Fig. 1: cell classes on the final placement
Scale: 6 px per µm. Fill, decap, tap and diode cells in grey.
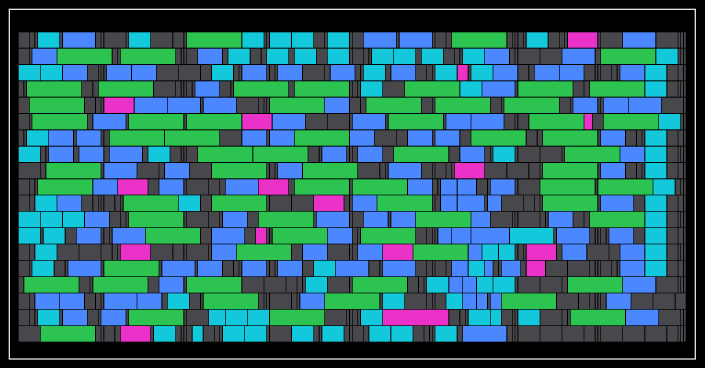
Fig. 2: PDN straps and rails
Scale: 6 px per µm. Pins as bars on the die edge. Tap cells in grey.
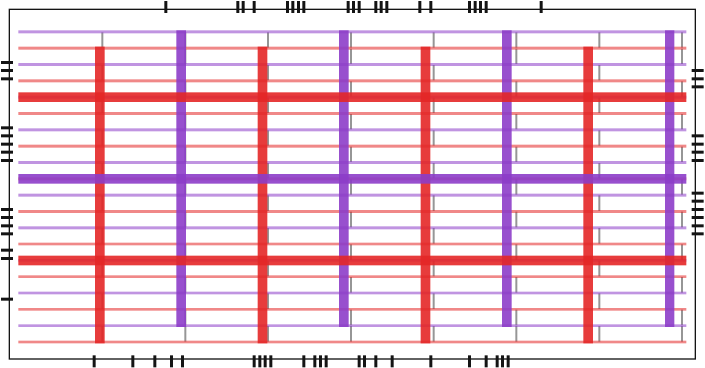
Fig. 3: congestion heat map
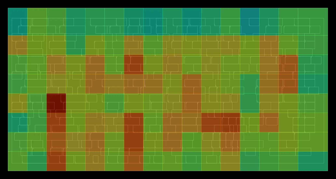
<file path="src/rtl/sync_fifo_read_stage_pkg.sv">
// ---------------------------------------------------------------------------
// sync_fifo_read_stage_pkg
//
// Shared definitions for the FIFO read-side adapter:
//   STAGE_DEPTH        - number of words the output buffer can hold
//   FIFO_READ_LATENCY  - cycles from FIFO rd_en to valid dout
//   occ_e              - buffer occupancy encoding (EMPTY / ONE / TWO)
//   room_for_read()    - credit test used to decide whether a new FIFO read
//                        may be launched this cycle
// ---------------------------------------------------------------------------
package sync_fifo_read_stage_pkg;

  localparam int STAGE_DEPTH       = 2;
  localparam int FIFO_READ_LATENCY = 1;

  typedef enum logic [1:0] {
    OCC_EMPTY = 2'd0,
    OCC_ONE   = 2'd1,
    OCC_TWO   = 2'd2
  } occ_e;

  // Words already committed to the buffer after this cycle (held + in flight
  // - leaving) must leave room for one more. A pop implies occ >= 1, so the
  // subtraction never wraps; three bits cover the worst-case sum of 3.
  function automatic logic room_for_read(input occ_e occ,
                                         input logic inflight,
                                         input logic pop);
    logic [2:0] committed;
    committed = {1'b0, occ} + {2'b00, inflight} - {2'b00, pop};
    return (committed < 3'(STAGE_DEPTH));
  endfunction

endpackage : sync_fifo_read_stage_pkg

</file>
<file path="src/rtl/sync_fifo_read_stage_buffer.sv">
// ---------------------------------------------------------------------------
// skid_buffer_2entry
//
// Two-entry output buffer with a registered valid/ready output.
// 'head' is the output register, 'tail' the skid register. Words arrive on
// the 'capture' strobe (no backpressure on that side: the upstream credit
// logic guarantees a free slot) and leave on 'pop'.
//
// Ports:
//   clk           in   clock, rising edge
//   rst           in   asynchronous reset, active low
//   capture       in   capture_data is valid this cycle and must be stored
//   capture_data  in   word to store
//   out_ready     in   consumer accepts the head word
//   out_valid     out  head holds a word (decoded from registered occ)
//   out_data      out  head word (registered)
//   occ           out  current occupancy
//   pop           out  out_valid && out_ready, exported for credit logic
// ---------------------------------------------------------------------------
module skid_buffer_2entry
  import sync_fifo_read_stage_pkg::*;
#(
  parameter int DATA_WIDTH = 32
) (
  input  logic                  clk,
  input  logic                  rst,
  input  logic                  capture,
  input  logic [DATA_WIDTH-1:0] capture_data,
  input  logic                  out_ready,
  output logic                  out_valid,
  output logic [DATA_WIDTH-1:0] out_data,
  output occ_e                  occ,
  output logic                  pop
);

  logic [DATA_WIDTH-1:0] head;
  logic [DATA_WIDTH-1:0] tail;

  assign out_valid = (occ != OCC_EMPTY);
  assign out_data  = head;
  assign pop       = out_valid && out_ready;

  // NOTE: state is updated with non-blocking assignments so every register
  // in this block sees the pre-edge values of its neighbours (tail -> head
  // and capture -> tail happen on the same edge without ordering hazards).
  // NOTE: head/tail are reset even though they are data, because out_data
  // has a defined reset value of zero; with only two entries this is cheap.
  always_ff @(posedge clk or negedge rst) begin
    if (!rst) begin
      occ  <= OCC_EMPTY;
      head <= '0;
      tail <= '0;
    end else begin
      case (occ)
        OCC_EMPTY: begin
          if (capture) begin
            head <= capture_data;
            occ  <= OCC_ONE;
          end
        end

        OCC_ONE: begin
          if (capture && pop) begin
            // head leaves and is replaced in the same edge; stays valid.
            head <= capture_data;
          end else if (capture) begin
            tail <= capture_data;
            occ  <= OCC_TWO;
          end else if (pop) begin
            occ  <= OCC_EMPTY;
          end
        end

        OCC_TWO: begin
          // Capture without pop cannot happen here: the read was only
          // launched if a slot would be free on arrival.
          if (pop) begin
            head <= tail;
            if (capture) begin
              tail <= capture_data;
            end else begin
              occ  <= OCC_ONE;
            end
          end
        end

        default: occ <= OCC_EMPTY;
      endcase
    end
  end

endmodule : skid_buffer_2entry

</file>
<file path="src/rtl/sync_fifo_read_stage.sv">
// ---------------------------------------------------------------------------
// sync_fifo_read_stage
//
// Read-side adapter for a standard (1-cycle read latency) synchronous FIFO.
// Issues fifo_rd_en whenever the FIFO has data and the output buffer will
// have room when the word lands, tracks the word in flight, and presents a
// bubble-free registered valid/ready stream.
//
// Ports:
//   clk          in   clock, rising edge
//   rst          in   asynchronous reset, active low
//   fifo_empty   in   FIFO empty flag
//   fifo_dout    in   FIFO read data, valid the cycle after fifo_rd_en
//   fifo_rd_en   out  FIFO read strobe (combinational from out_ready)
//   out_valid    out  output word available (registered)
//   out_data     out  output word (registered)
//   out_ready    in   consumer ready
//   stage_count  out  words held plus word in flight (0..2)
// ---------------------------------------------------------------------------
module sync_fifo_read_stage
  import sync_fifo_read_stage_pkg::*;
#(
  parameter int DATA_WIDTH = 32
) (
  input  logic                  clk,
  input  logic                  rst,
  input  logic                  fifo_empty,
  input  logic [DATA_WIDTH-1:0] fifo_dout,
  output logic                  fifo_rd_en,
  output logic                  out_valid,
  output logic [DATA_WIDTH-1:0] out_data,
  input  logic                  out_ready,
  output logic [1:0]            stage_count
);

  // Registered fifo_rd_en: fifo_dout carries a word this cycle.
  logic inflight;
  occ_e occ;
  logic pop;

  skid_buffer_2entry #(
    .DATA_WIDTH (DATA_WIDTH)
  ) u_skid_buffer (
    .clk          (clk),
    .rst          (rst),
    .capture      (inflight),
    .capture_data (fifo_dout),
    .out_ready    (out_ready),
    .out_valid    (out_valid),
    .out_data     (out_data),
    .occ          (occ),
    .pop          (pop)
  );

  // Gating with rst keeps the FIFO untouched while the stage is held in
  // reset, whatever fifo_empty says. Only out_ready (via pop) reaches this
  // output combinationally; fifo_dout never does.
  assign fifo_rd_en = rst && !fifo_empty && room_for_read(occ, inflight, pop);

  always_ff @(posedge clk or negedge rst) begin
    if (!rst) begin
      inflight <= 1'b0;
    end else begin
      inflight <= fifo_rd_en;
    end
  end

  // occ + inflight never exceeds STAGE_DEPTH, so two bits suffice.
  assign stage_count = occ + {1'b0, inflight};

endmodule : sync_fifo_read_stage

</file>
<file path="config.mk">
export PLATFORM = sky130hd
export DESIGN_NAME = sync_fifo_read_stage
export DESIGN_NICKNAME = d
export VERILOG_FILES = /design/src/rtl/sync_fifo_read_stage_pkg.sv /design/src/rtl/sync_fifo_read_stage_buffer.sv /design/src/rtl/sync_fifo_read_stage.sv
export SDC_FILE = /design/constraint.sdc
export NUM_CORES = 1
export LEC_CHECK = 0
export CAP_MARGIN = 20
export CORE_ASPECT_RATIO = 0.5
export CORE_UTILIZATION = 50
export CTS_BUF_LIST = sky130_fd_sc_hd__clkbuf_8
export DETAILED_ROUTE_END_ITERATION = 16
export HOLD_SLACK_MARGIN = 0.03
export MAX_ROUTING_LAYER = met4
export PLACE_DENSITY = 0.81
export SLEW_MARGIN = 30
export SYNTH_ARGS = -nofsm -noshare
export SYNTH_HDL_FRONTEND = slang
export SYNTH_SLANG_ARGS = --single-unit
</file>
<file path="constraint.sdc">
create_clock -name clk -period 3.27 [get_ports clk]
set_clock_uncertainty 0.05 [all_clocks]
set_input_delay 0.654 -clock clk [delete_from_list [all_inputs] [get_ports clk]]
set_output_delay 0.654 -clock clk [all_outputs]
set_load 0.02 [all_outputs]
</file>
==> results_dict.tcl <==
# implementation run metrics
set metrics [dict create \
    r2r_cells 5 \
    grt_start_max_net_pins 68 \
    num_antenna_cells 0 \
    xor_share 0.00836 \
    cp_cell_sequence "clkdlybuf4s50_1 -> and2_1 -> o21ai_0 -> fa_1 -> xor2_1 -> nor3_1 -> clkbuf_2" \
    wl_met2_um 2920 \
    crit_end "fifo_rd_en" \
    postSynth.asyncResetShare 1.00 \
    grt_busiest_layer "met2" \
    relSlewSlack 0.450 \
    ys_top_cells_by_count "67 x dfrtp_1, 66 x mux2_2, 30 x mux2_4" \
    avgSynthCellArea_um2 16.3 \
    fmax_ghz 0.324 \
    ys.flop_type "dfrtp_1" \
    top_area_frac 0.534 \
    yosysMostFrequentCell "dfrtp_1" \
    dpl-instance-area_um2 3920 \
    tool_warnings 26 \
    met3WireLength_um 233 \
    synthCells 193 \
    hold_slack_ps 457 \
    routed_wl_um 5830 \
    comb_power_share 0.428 \
    nets 310 \
    synth_nets 231 \
    insertion_delay_ps 340 \
    cp_slowest_cell "clkdlybuf4s50_1" \
    p_clk_mw 0.694 \
    fin_crit_sh 0.945 \
    synth.cellmix.simpleShare 0.0199 \
    status "finished, final reports clean" \
    ys_sh_adder 0.0104 \
    leakage_nw 1.77 \
    cts_root_buffer "clkbuf_8" \
    r2r_slack_ps 1100 \
]
Back to the opening pictures, Fig. 1:
| colour | class | cells |
|---|---|---|
| blue | combinational and other logic | 116 |
| cyan | remaining buffers and delay cells | 78 |
| green | sequential cells | 67 |
| magenta | clock drivers and dummy loads | 16 |

Back to the opening pictures, Fig. 2:
| colour | net |
|---|---|
| red | VSS |
| purple | VDD |
met4 straps: 8
tap cells: 84
rows: 19
signal pins: 72
met1 rails: 20

Back to the opening pictures, Fig. 3:
Final Core Density: 0.715
Avg WL per Cell: 16.2 µm

[repair_timing]
item,4_1_cts,5_1_grt
endpoints found under the hold margin,0,0
pin swaps,0,0
setup buffers,0,0
gates resized,1,3
setup endpoints to repair,1,1
[worst max-delay path: cells and delay by family]
kind / cells / cell delay [ps]
XOR/XNOR: 1 / 160
AND/OR/NAND/NOR: 2 / 350
buffers and inverters: 2 / 700
adder cells (fa/ha/maj): 1 / 410
AND-OR/OR-AND: 1 / 110
[cell type report]
| type | count | area (µm²) |
|---|---|---|
| flip-flops and latches | 67 | 1680 |
| fillers | 424 | 1640 |
| multi-input cells | 116 | 1360 |
| repair buffers | 78 | 766 |
| clock buffers | 11 | 151 |
| well taps | 84 | 105 |
| clock inverters | 5 | 52.6 |
